### Cells by drive strength

Scale bar: 100 um.
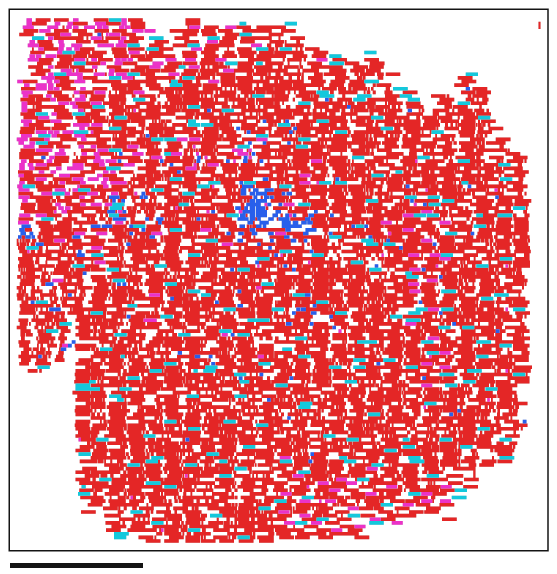
### Clock distribution

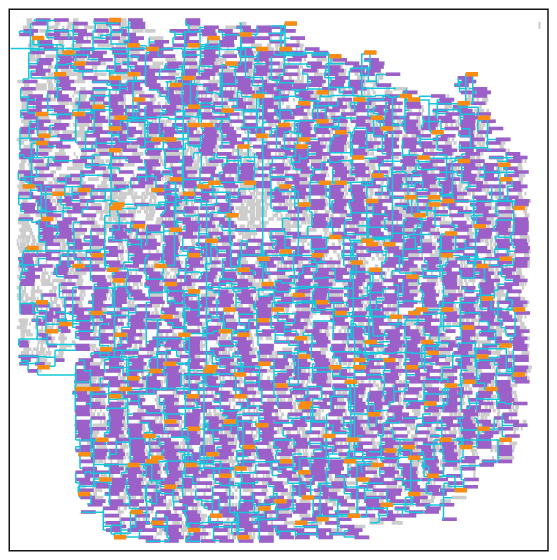
[config.mk]
export PLATFORM = sky130hd
export DESIGN_NAME = load_store_queue
export DESIGN_NICKNAME = d
export VERILOG_FILES = /design/src/rtl/load_store_queue.sv
export SDC_FILE = /design/constraint.sdc
export NUM_CORES = 2
export LEC_CHECK = 0
export CAP_MARGIN = 0
export CORE_AREA = 5 5 399 401
export CTS_CLUSTER_DIAMETER = 150
export DETAILED_ROUTE_END_ITERATION = 10
export DIE_AREA = 0 0 404 406
export DONT_BUFFER_PORTS = 1
export PLACE_DENSITY_LB_ADDON = 0.3
export RECOVER_POWER = 50
export REMOVE_ABC_BUFFERS = 1
export SLEW_MARGIN = 20
export SYNTH_ARGS = -nofsm -noshare
export SYNTH_HDL_FRONTEND = slang
export SYNTH_SLANG_ARGS = --single-unit
[constraint.sdc]
create_clock -name clk -period 17.97 [get_ports clk]
set_input_delay 3.594 -clock clk [delete_from_list [all_inputs] [get_ports clk]]
set_output_delay 3.594 -clock clk [all_outputs]
set_load 0.01 [all_outputs]
[src/rtl/load_store_queue.sv]
// In-order load/store queue for the Tomasulo core: snoops the CDB for operands,
// accesses a private word-addressed data memory and broadcasts load results as CDB requester.
module load_store_queue #(
  parameter int unsigned DEPTH      = 4,
  parameter int unsigned MEM_LAT    = 2,
  parameter logic [3:0]  LABEL_BASE = 4'd12,
  parameter int unsigned MEM_WORDS  = 64
) (
  input  logic        clk,
  input  logic        nRST,
  input  logic        WEN,
  input  logic        opIn,
  input  logic [31:0] baseData,
  input  logic [3:0]  baseLabel,
  input  logic [31:0] storeData,
  input  logic [3:0]  storeLabel,
  input  logic [31:0] offset,
  output logic        isFull,
  output logic [3:0]  writeable_labelOut,
  input  logic        BCEN,
  input  logic [3:0]  BClabel,
  input  logic [31:0] BCdata,
  output logic        require,
  input  logic        requireAC,
  output logic [31:0] dataOut,
  output logic [3:0]  labelOut
);

  localparam int unsigned IW = $clog2(DEPTH);
  localparam int unsigned AW = $clog2(MEM_WORDS);
  localparam int unsigned CW = (MEM_LAT > 1) ? $clog2(MEM_LAT) : 1;

  typedef enum logic [1:0] {IDLE, ACCESS, REQ} state_t;

  state_t        state;
  logic [CW-1:0] cnt;

  logic          valid    [DEPTH];
  logic          is_store [DEPTH];
  logic [31:0]   vj       [DEPTH];
  logic [31:0]   vk       [DEPTH];
  logic [31:0]   offs     [DEPTH];
  logic [3:0]    qj       [DEPTH];
  logic [3:0]    qk       [DEPTH];

  logic [31:0]   mem [MEM_WORDS];

  logic [IW-1:0] head, tail;
  logic [IW:0]   count, count_next;

  logic          head_ready, access_done, retire, enq;
  logic [31:0]   eff;
  logic [AW-1:0] addr;
  logic [3:0]    head_tag;
  logic [3:0]    enq_qj, enq_qk;
  logic [31:0]   enq_vj, enq_vk;
  logic          unused_eff;

  assign head_ready  = valid[head] && (qj[head] == '0) && (!is_store[head] || (qk[head] == '0));
  assign eff         = vj[head] + offs[head];
  assign addr        = eff[AW+1:2];
  assign unused_eff  = ^{eff[31:AW+2], eff[1:0]};
  assign head_tag    = LABEL_BASE + 4'(head);
  assign access_done = (state == ACCESS) && (cnt == '0);
  assign retire      = (access_done && is_store[head]) || ((state == REQ) && requireAC);
  // A full queue may still accept when the head retires on the same edge.
  assign enq         = WEN && ((count < (IW+1)'(DEPTH)) || retire);

  assign writeable_labelOut = LABEL_BASE + 4'(tail);

  // Operands broadcast on the issue edge are captured directly.
  always_comb begin
    enq_qj = baseLabel;
    enq_vj = baseData;
    enq_qk = storeLabel;
    enq_vk = storeData;
    if (BCEN && (baseLabel != '0) && (baseLabel == BClabel)) begin
      enq_qj = '0;
      enq_vj = BCdata;
    end
    if (BCEN && (storeLabel != '0) && (storeLabel == BClabel)) begin
      enq_qk = '0;
      enq_vk = BCdata;
    end
  end

  always_comb begin
    count_next = count;
    if (enq && !retire)
      count_next = count + (IW+1)'(1);
    else if (!enq && retire)
      count_next = count - (IW+1)'(1);
  end

  always_ff @(posedge clk) begin
    if (!nRST) begin
      for (int unsigned i = 0; i < DEPTH; i++)
        valid[i] <= 1'b0;
      head     <= '0;
      tail     <= '0;
      count    <= '0;
      isFull   <= 1'b0;
      state    <= IDLE;
      cnt      <= '0;
      require  <= 1'b0;
      dataOut  <= '0;
      labelOut <= '0;
    end else begin
      if (BCEN) begin
        for (int unsigned i = 0; i < DEPTH; i++) begin
          if (valid[i] && (qj[i] != '0) && (qj[i] == BClabel)) begin
            vj[i] <= BCdata;
            qj[i] <= '0;
          end
          if (valid[i] && (qk[i] != '0) && (qk[i] == BClabel)) begin
            vk[i] <= BCdata;
            qk[i] <= '0;
          end
        end
      end

      case (state)
        IDLE: begin
          if (head_ready) begin
            state <= ACCESS;
            cnt   <= CW'(MEM_LAT - 1);
          end
        end
        ACCESS: begin
          if (cnt != '0) begin
            cnt <= cnt - CW'(1);
          end else if (is_store[head]) begin
            state <= IDLE;
          end else begin
            dataOut  <= mem[addr];
            labelOut <= head_tag;
            require  <= 1'b1;
            state    <= REQ;
          end
        end
        REQ: begin
          if (requireAC) begin
            require  <= 1'b0;
            dataOut  <= '0;
            labelOut <= '0;
            state    <= IDLE;
          end
        end
        default: state <= IDLE;
      endcase

      if (retire) begin
        valid[head] <= 1'b0;
        head        <= head + IW'(1);
      end

      // Placed after retire so a same-slot refill on a full queue wins.
      if (enq) begin
        valid[tail]    <= 1'b1;
        is_store[tail] <= opIn;
        vj[tail]       <= enq_vj;
        qj[tail]       <= enq_qj;
        vk[tail]       <= enq_vk;
        qk[tail]       <= enq_qk;
        offs[tail]     <= offset;
        tail           <= tail + IW'(1);
      end

      count  <= count_next;
      isFull <= (count_next == (IW+1)'(DEPTH));
    end
  end

  always_ff @(posedge clk) begin
    if (nRST && access_done && is_store[head])
      mem[addr] <= vk[head];
  end

endmodule

==> reports/metrics.yaml <==
status: "complete, but fails checks"
violations: "capacitance limit, slew limit"
drc: 0
yosysTopAreaCell: "edfxtp_1"
grt_max_degree: 171
vias_per_cell: 6.78
lay_top_cells: "edfxtp_1 (2,276), nand2_1 (994), a21oi_1 (518), clkbuf_16 (222), a22oi_1 (210)"
rsz0062_at_grt: "no"
power_mw: 12.9
postRouteAntennaNets: 0
max-cap-violations: 29
vias: 56000
rows: 145
drive_gt1_share_pct: 13.5
final_nets: 6178
finalCritPeriodShare_pct: 54.7
setup_viol: 0
powerDensity_nw_per_um2: 127
htreeDepth: 4
drt-pass1-iter-count: 6
warnings: 93
top_cells_by_area: "edfxtp_1 (74%), nand2_1 (4.1%), mux4_2 (3.2%), a21oi_1 (2.8%), mux2_2 (2.0%)"
place_congestion: 0.875
ff_type: "edfxtp_1"
arrival_ns: 10.63
post-cts-setup-buffers: 0
path_class: "flip-flop to flip-flop"
portBuffers: 0
enable_flop_cells: 2276
initCoreUtil_pct: 59.5
r2r.worst_path.cells: 15
fin_crit_ns: 9.83
worstHoldPathCells: 2
slew_viol_final: 1786
synthToLayoutAreaGrowth_pct: 10.5
yosysWarnings: 0
hpwl_um: 139000
start_kind: "flip-flop"
clkTransAtPathRegs_ns: 0.06
grt_pass1_vias: 54400
boundaryPins: 188
grt_pass1_wl_um: 366000
ys_area_um2: 92400
wl_met1_um: 89700
tightest_slew_ns: 3.48
hold_buffers: 0
syn_area_per_cell_um2: 15.3
cts_tree: "done"
ys_ff: 2328
cts_root_buf: "clkbuf_16"
syn_area_um2: 92400
grt_usage_pct: 30.6
timing.slew.headroom_pct: -132
wl_per_cell_um: 30.6
synth.distinct_cells: 61
synthesis.instances: 6042
numCtsBuffers: 220
antenna_found_initial: 6
top_cell_area_share_pct: 74.0
wl_met2_um: 116000
async_flop_share_pct: 0
cp.required_ns: 18.77
hold_path_class: "flip-flop to flip-flop"
setup_tns_ns: 0
finalHoldViolations: 0
fp.dieH_um: 406
die_area_um2: 164000
core_um2: 155000
top_layer: "met5"
cts_sinks: 2328
endpoint_kind: "flip-flop"
cts_resized: 0
fmax_mhz: 102
drtIter0Drc: 7694
die_x_um: 404
seq_area_frac_synth_pct: 75.1
worstPathMaxFanout: 170
peakVddDrop_mv: 0.0931
ys_cells: 6042
wl_um: 253000
wl_met3_um: 32600
grt_overflow: 0
Back to the opening pictures, 'Cells by drive strength':
size	color	cells	share	most used
drive 1 or less	red	5,369	87%	edfxtp_1
drive 2	magenta	346	5.6%	mux2_2
drive 3 to 4	blue	219	3.5%	buf_4
drive 6 and up	cyan	271	4.4%	clkbuf_16

Back to the opening pictures, 'Clock distribution':
[flip-flops] purple | count: 2,328
[cells driving clock nets] orange | count: 220
[clock wires] cyan | length: 23.7 mm
routed clock nets	221
flops lie	all over the die
clock network power share: 35.4%
Fin Clk Skew: 0.0531 ns
Power Clock: 4.57 mW
Late-Pin Clk Latency: 0.86 ns

kinds of logic (layout without fill, tap and decap cells):
kind of cell / after synthesis / after routing / share of synthesized area [%]
buffers and inverters: 425 / 587 / 2.14
xor gates and xnor gates: 48 / 48 / 0.455
and+or+nand+nor: 1531 / 1531 / 7.09
muxes: 347 / 347 / 5.74
DFF: 2328 / 2328 / 75.1
other: 1 / 7 / 0.00406
AOI/OAI and AO/OA: 1350 / 1350 / 9.31
adders and majority gates: 12 / 12 / 0.163
per-layer routing:
| layer | vias to the layer above | GRT usage, % |
|---|---|---|
| met5 | - | 0 |
| met4 | 8 | 14.3 |
| met3 | 681 | 7.87 |
| met2 | 3851 | 47.3 |
| met1 | 28000 | 41.4 |
| li1 | 23600 | - |
state kept, by name, indices dropped and copies added (netlist names), named ones only:
signal / flops
qj: 16
vk: 128
mem: 2048
isFull: 1
vj: 32
offs: 32
is_store: 4
dataOut: 32
cnt: 1
labelOut: 3
qk: 16
state: 2
head: 2
count: 3
tail: 2
valid: 4
cell type report:
cell class                 instances  area [um^2]
inverter                          17         63.8
sequential                      2328        69400
fill                           10500        53200
clock buffer                     288         5920
timing repair buffer             163         1170
antenna                            5         12.5
tap                             2058         2570
multi-input combinational       3290        21700
clock inverter                   119         1220
worst paths after layout:
check / startpoint / to / slack [ns]
max: flip-flop / dataOut[20]$_SDFFE_PN0P_ / 8.14
min: valid[2]$_DFF_P_ / valid[2]$_DFF_P_ / 0.51
max reg2reg: flip-flop / dataOut[20]$_SDFFE_PN0P_ / 8.14
min reg2reg: valid[2]$_DFF_P_ / valid[2]$_DFF_P_ / 0.51
cell usage after synthesis (12+ instances only):
cell	number
xor2_1	38
and3_1	136
nor2_1	153
a21oi_1	518
a32o_1	32
a211oi_1	181
a22oi_1	210
clkbuf_1	172
nand2_1	1001
mux4_2	130
ha_1	12
nor3_1	18
a32oi_1	48
dfxtp_1	52
inv_1	17
mux2_2	160
buf_1	37
edfxtp_1	2276
a31oi_1	117
nor4_1	67
o22ai_1	135
mux2i_1	57
nand3_1	111
buf_4	24
buf_2	164
o21ai_0	60
through the flow:
stage / instance area, um^2 / instances / utilization, % / setup WS (ns) / hold slack [ns]
finish: 102000 / 8268 / 65.7 / 8.14 / 0.510
global route: 102000 / 8263 / 65.7 / 7.72 / 0.531
CTS: 102000 / 8263 / 65.8 / 9.60 / 0.507
global placement: 95000 / 7856 / 61.2 / 9.71 / 0.486
floorplan: 90500 / 5635 / - / -2.73 / 0.461
detailed placement: 95000 / 7856 / 61.2 / 9.62 / 0.495
critical path, stage by stage (launching register included):
cell      delay [ns]
dfxtp_1         0.44
clkbuf_1        2.21
mux4_2          0.52
ha_1            0.53
nand2_1         0.13
a31oi_1         0.55
a211o_2         0.81
and2_4          0.70
buf_12          0.58
buf_12          0.56
buf_4           0.69
a21oi_1         0.15
a22oi_1         0.25
o22ai_1         0.18
nor3_1          0.68
a32o_1          0.27
report_power, final:
group	internal, mW	switching [mW]	total (mW)	leakage (nW)
registers	6.08	0.0156	6.09	20.9
clock network	2.58	1.99	4.57	3.48
logic	0.658	1.60	2.26	8.48
Power and IR drop assume default switching activity.
